==> config.mk <==
export PLATFORM = sky130hd
export DESIGN_NAME = mdu_exec_unit
export DESIGN_NICKNAME = d
export VERILOG_FILES = /design/src/rtl/mdu_exec_unit.sv
export SDC_FILE = /design/constraint.sdc
export NUM_CORES = 2
export LEC_CHECK = 0
export CAP_MARGIN = 20
export CORE_MARGIN = 10
export CORE_UTILIZATION = 29
export DETAILED_ROUTE_END_ITERATION = 12
export GPL_TIMING_DRIVEN = 0
export PLACE_DENSITY = 0.43
export RECOVER_POWER = 25
export SLEW_MARGIN = 20
export SYNTH_ARGS = -nofsm -noshare
export SYNTH_HDL_FRONTEND = slang
export SYNTH_SLANG_ARGS = --single-unit
==> constraint.sdc <==
create_clock -name clk -period 10.3 [get_ports clk]
set_input_delay 1.545 -clock clk [delete_from_list [all_inputs] [get_ports clk]]
set_output_delay 1.545 -clock clk [all_outputs]
set_load 0.005 [all_outputs]
==> src/rtl/mdu_exec_unit.sv <==
// -----------------------------------------------------------------------------
// mdu_exec_unit
//   Multi-cycle multiply/divide execution unit. Takes one ready entry from the
//   MDU reservation station, computes a 64-bit HI/LO result, then holds the
//   result on the CDB until the arbiter grants it. Only one op is in flight.
//
//   Optional build macro: MDU_DIV_EARLY_EXIT_EN
//     When defined, a divide whose divisor is zero or whose dividend magnitude
//     is below the divisor magnitude finishes 2 cycles after accept instead
//     of 34.
//
// Ports
//   clk, rst          clock; synchronous active-low reset
//   flush             synchronous drop of any in-flight or held operation
//   issue_valid/ready issue handshake (ready only while idle)
//   issue_rob_addr    ROB address of the entry (broadcast as reference id)
//   issue_exc_type    exception type, passed through unchanged
//   issue_op          0=MULT 1=MULTU 2=DIV 3=DIVU, others=NOP
//   issue_operand_1/2 rs / rt values
//   cdb_valid/grant   result request / arbiter acceptance
//   cdb_rob_addr, cdb_exc_type, cdb_hi, cdb_lo  broadcast result
//   busy              unit is not idle
// -----------------------------------------------------------------------------
module mdu_exec_unit #(
  parameter int ROB_ADDR_W = 4,
  parameter int EXC_W      = 8,
  parameter int OP_W       = 3,
  parameter int MUL_LAT    = 3
) (
  input  logic                  clk,
  input  logic                  rst,
  input  logic                  flush,
  input  logic                  issue_valid,
  output logic                  issue_ready,
  input  logic [ROB_ADDR_W-1:0] issue_rob_addr,
  input  logic [EXC_W-1:0]      issue_exc_type,
  input  logic [OP_W-1:0]       issue_op,
  input  logic [31:0]           issue_operand_1,
  input  logic [31:0]           issue_operand_2,
  output logic                  cdb_valid,
  input  logic                  cdb_grant,
  output logic [ROB_ADDR_W-1:0] cdb_rob_addr,
  output logic [EXC_W-1:0]      cdb_exc_type,
  output logic [31:0]           cdb_hi,
  output logic [31:0]           cdb_lo,
  output logic                  busy
);

  typedef enum logic [1:0] {IDLE, MUL, DIV, DONE} state_t;

  localparam logic [5:0] MUL_CNT_INIT = 6'(MUL_LAT - 1);
  localparam logic [5:0] DIV_FIX_CNT  = 6'd33;

  state_t                state_q;
  logic [5:0]            cnt_q;
  logic [31:0]           a_q, b_q;
  logic                  signed_q;
  logic [31:0]           rem_q, quo_q, dvsr_q;
  logic [ROB_ADDR_W-1:0] cdb_rob_q;
  logic [EXC_W-1:0]      cdb_exc_q;
  logic [31:0]           cdb_hi_q, cdb_lo_q;

  // Issue decode
  logic is_mul_op, is_div_op, is_signed_op;
  assign is_mul_op    = (issue_op == OP_W'(0)) || (issue_op == OP_W'(1));
  assign is_div_op    = (issue_op == OP_W'(2)) || (issue_op == OP_W'(3));
  assign is_signed_op = (issue_op == OP_W'(0)) || (issue_op == OP_W'(2));

  // Multiplier: sign- or zero-extend to 64 bits; the low 64 bits of the
  // product are then correct for both signed and unsigned operands.
  logic [63:0] mul_a, mul_b, product;
  assign mul_a   = signed_q ? {{32{a_q[31]}}, a_q} : {32'd0, a_q};
  assign mul_b   = signed_q ? {{32{b_q[31]}}, b_q} : {32'd0, b_q};
  assign product = mul_a * mul_b;

  // Operand magnitudes for the divider
  logic [31:0] abs_a, abs_b;
  assign abs_a = (signed_q && a_q[31]) ? (~a_q + 32'd1) : a_q;
  assign abs_b = (signed_q && b_q[31]) ? (~b_q + 32'd1) : b_q;

  // One restoring-division step. The partial remainder is always below the
  // divisor, so the shifted value is below twice the divisor and the borrow
  // bit alone decides whether the subtraction is kept.
  logic [32:0] shift_d, diff_d;
  logic        take_d;
  logic [31:0] rem_d, quo_d;
  assign shift_d = {rem_q, quo_q[31]};
  assign diff_d  = shift_d - {1'b0, dvsr_q};
  assign take_d  = ~diff_d[32];
  assign rem_d   = take_d ? diff_d[31:0] : shift_d[31:0];
  assign quo_d   = {quo_q[30:0], take_d};

  // Sign fix: quotient negative when operand signs differ, remainder follows
  // the dividend. Divide-by-zero overrides with all-ones / dividend.
  logic [31:0] quo_fix, rem_fix;
  assign quo_fix = (signed_q && (a_q[31] ^ b_q[31])) ? (~quo_q + 32'd1) : quo_q;
  assign rem_fix = (signed_q && a_q[31]) ? (~rem_q + 32'd1) : rem_q;

  logic early_exit;
`ifdef MDU_DIV_EARLY_EXIT_EN
  assign early_exit = (b_q == 32'd0) || (abs_a < abs_b);
`else
  assign early_exit = 1'b0;
`endif

  always_ff @(posedge clk) begin
    if (!rst) begin
      state_q   <= IDLE;
      cnt_q     <= '0;
      a_q       <= '0;
      b_q       <= '0;
      signed_q  <= 1'b0;
      rem_q     <= '0;
      quo_q     <= '0;
      dvsr_q    <= '0;
      cdb_rob_q <= '0;
      cdb_exc_q <= '0;
      cdb_hi_q  <= '0;
      cdb_lo_q  <= '0;
    end else if (flush) begin
      state_q <= IDLE;
    end else begin
      case (state_q)
        IDLE: begin
          if (issue_valid) begin
            cdb_rob_q <= issue_rob_addr;
            cdb_exc_q <= issue_exc_type;
            b_q       <= issue_operand_2;
            signed_q  <= is_signed_op;
            if (is_mul_op) begin
              state_q <= MUL;
              cnt_q   <= MUL_CNT_INIT;
              a_q     <= issue_operand_1;
            end else if (is_div_op) begin
              state_q <= DIV;
              cnt_q   <= '0;
              a_q     <= issue_operand_1;
            end else begin
              // NOP rides the multiplier for one cycle with a zero operand,
              // which yields hi=lo=0.
              state_q <= MUL;
              cnt_q   <= '0;
              a_q     <= '0;
            end
          end
        end
        MUL: begin
          if (cnt_q == '0) begin
            cdb_hi_q <= product[63:32];
            cdb_lo_q <= product[31:0];
            state_q  <= DONE;
          end else begin
            cnt_q <= cnt_q - 6'd1;
          end
        end
        DIV: begin
          if (cnt_q == '0) begin
            // Preparation cycle
            if (early_exit) begin
              quo_q <= '0;
              rem_q <= abs_a;
              cnt_q <= DIV_FIX_CNT;
            end else begin
              quo_q  <= abs_a;
              rem_q  <= '0;
              dvsr_q <= abs_b;
              cnt_q  <= 6'd1;
            end
          end else if (cnt_q == DIV_FIX_CNT) begin
            if (b_q == 32'd0) begin
              cdb_lo_q <= 32'hFFFF_FFFF;
              cdb_hi_q <= a_q;
            end else begin
              cdb_lo_q <= quo_fix;
              cdb_hi_q <= rem_fix;
            end
            state_q <= DONE;
          end else begin
            rem_q <= rem_d;
            quo_q <= quo_d;
            cnt_q <= cnt_q + 6'd1;
          end
        end
        DONE: begin
          if (cdb_grant) state_q <= IDLE;
        end
        default: state_q <= IDLE;
      endcase
    end
  end

  assign issue_ready  = (state_q == IDLE);
  assign busy         = (state_q != IDLE);
  assign cdb_valid    = (state_q == DONE);
  assign cdb_rob_addr = cdb_rob_q;
  assign cdb_exc_type = cdb_exc_q;
  assign cdb_hi       = cdb_hi_q;
  assign cdb_lo       = cdb_lo_q;

endmodule

==> run summary <==
Implementation results.

The worst slack at placement is -3.41 ns. The data arrival time reported for the critical path is 10.68 ns. The count of synthesis-stage warnings from yosys is 0. The start point of the worst hold path is cdb_rob_addr[0]. Looking at the gate-level netlist, the highest instance count belongs to sky130_fd_sc_hd__inv_1. Counting distinct cell types in the post-synthesis netlist gives 78. The report lists the number of cells resized after CTS as 185.

Buffers inserted during clock tree synthesis total 29. The flow ran to the end, and the final reports show no timing, DRC or antenna violations. Net switching is 42.3% of the power.

The net count reported at finish is 9,149. Once the clock tree was built, the setup fixing pass inserted 11 buffers. The largest single stage delay on the critical path is 0.67 ns. The clock tree from TritonCTS is built.

The cell-mix breakdown from Yosys lists the simple-gate area share as 15.0%. Yosys reported that registers with async set or reset make up 0%. Summing over every cut layer, the via total after detailed routing is 50,900. In this run the clock root is driven by a sky130_fd_sc_hd__clkbuf_16.

In this run the static leakage power is 34.0 nW. The final layout contains routed wiring with a total length of 294,000 um. Summed over all nets, the half-perimeter wirelength after detailed placement is 251,000 um. The final layout contains a sequential cell count of 245. On the final layout, the worst clock skew is 0.0274 ns.

The remaining number of nets flagged by the antenna check after routing is 0. In the log, the iteration count for the first detailed-route pass is 5. The flop and latch count out of synthesis is 245. The origin of the critical flop-to-flop path is a_q[30]. The critical path runs through a total of 29 cells. The share of the synthesized netlist area taken by xor and xnor gates is 3.45%. In this run the cell area of the synthesized design comes to 62,700 um^2. The analysis attributes to net switching a power of 1.47 mW.

The combinational gate count is 4,820. Sequential cells account for 29.6% of the total power. After layout, the clock buffer instance count stands at 35. The global-route met2 utilization is 39.6%.

The routed length on met1 is 126,000 um. The die outline width is 485 um. After synthesis, the most frequently instantiated cells are sky130_fd_sc_hd__inv_1, sky130_fd_sc_hd__fa_1, sky130_fd_sc_hd__nand2_1, sky130_fd_sc_hd__and2_1, sky130_fd_sc_hd__clkbuf_1. The slowest stage of the critical path is the sky130_fd_sc_hd__dfxtp_2 cell. The global-route wire length before repair is 413,000 um. The initial antenna violation count was 53. The count of hold buffers inserted by post-cts repair is 0. Signal routing reaches up to met5.
==> images/util_map.png <==
The bar under the picture is 100 um long. The die is cut into 24 by 24 equal tiles; black is low, pale yellow is high, 0 to 100% covered.
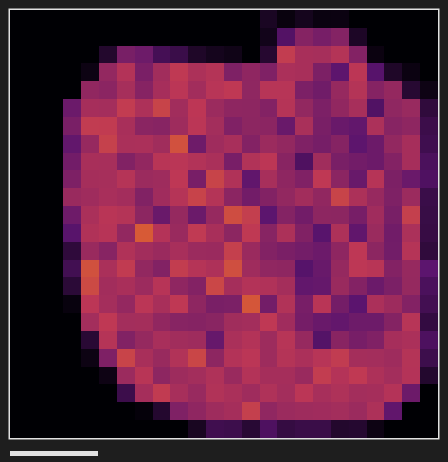
mean over tiles: 28%
emptiest ninth of the die: south-west
densest ninth of the die: centre
nearly empty tiles: 24%
fullest tile: 60%

==> images/m2.png <==
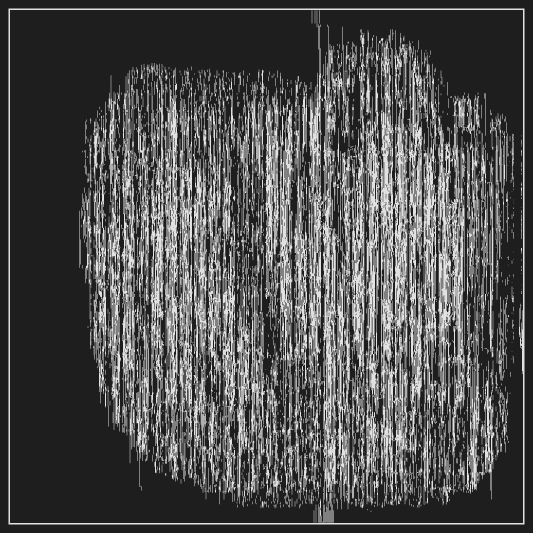
nets with wire on the layer: 7,688
wire length on this layer: 132 mm
longest straight run: 210 um
main direction: vertical
share of all routed wire: 45%

==> images/congestion_map.png <==
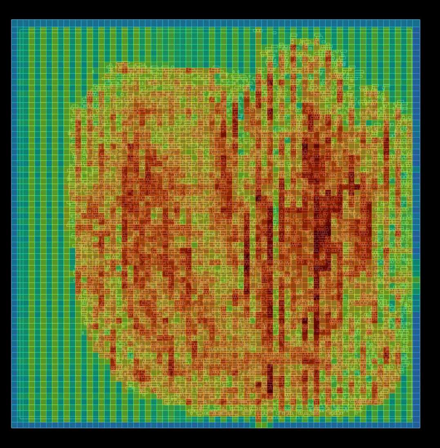
met3 GRT Util: 3.20%
All-Layer GR Usage: 24.5%
detail-routed net length per standard cell: 28.9 um

==> images/route_heat.png <==
The bar under the picture is 100 um long. The die is cut into 24 by 24 equal tiles; black is low, pale yellow is high, scaled to the fullest tile. Values are wire area over tile area, all layers added.
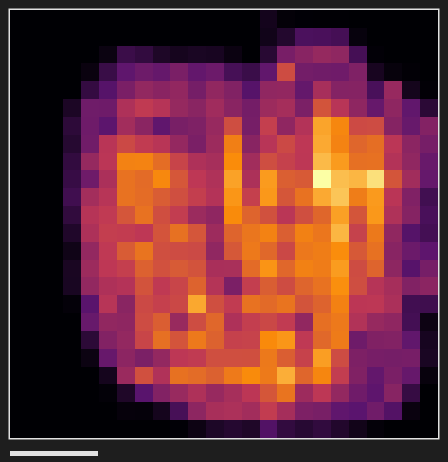
mean over tiles: 0.21
tiles over half the peak: 31%
nearly empty tiles: 26%

Power is estimated from default activity; no workload was simulated.
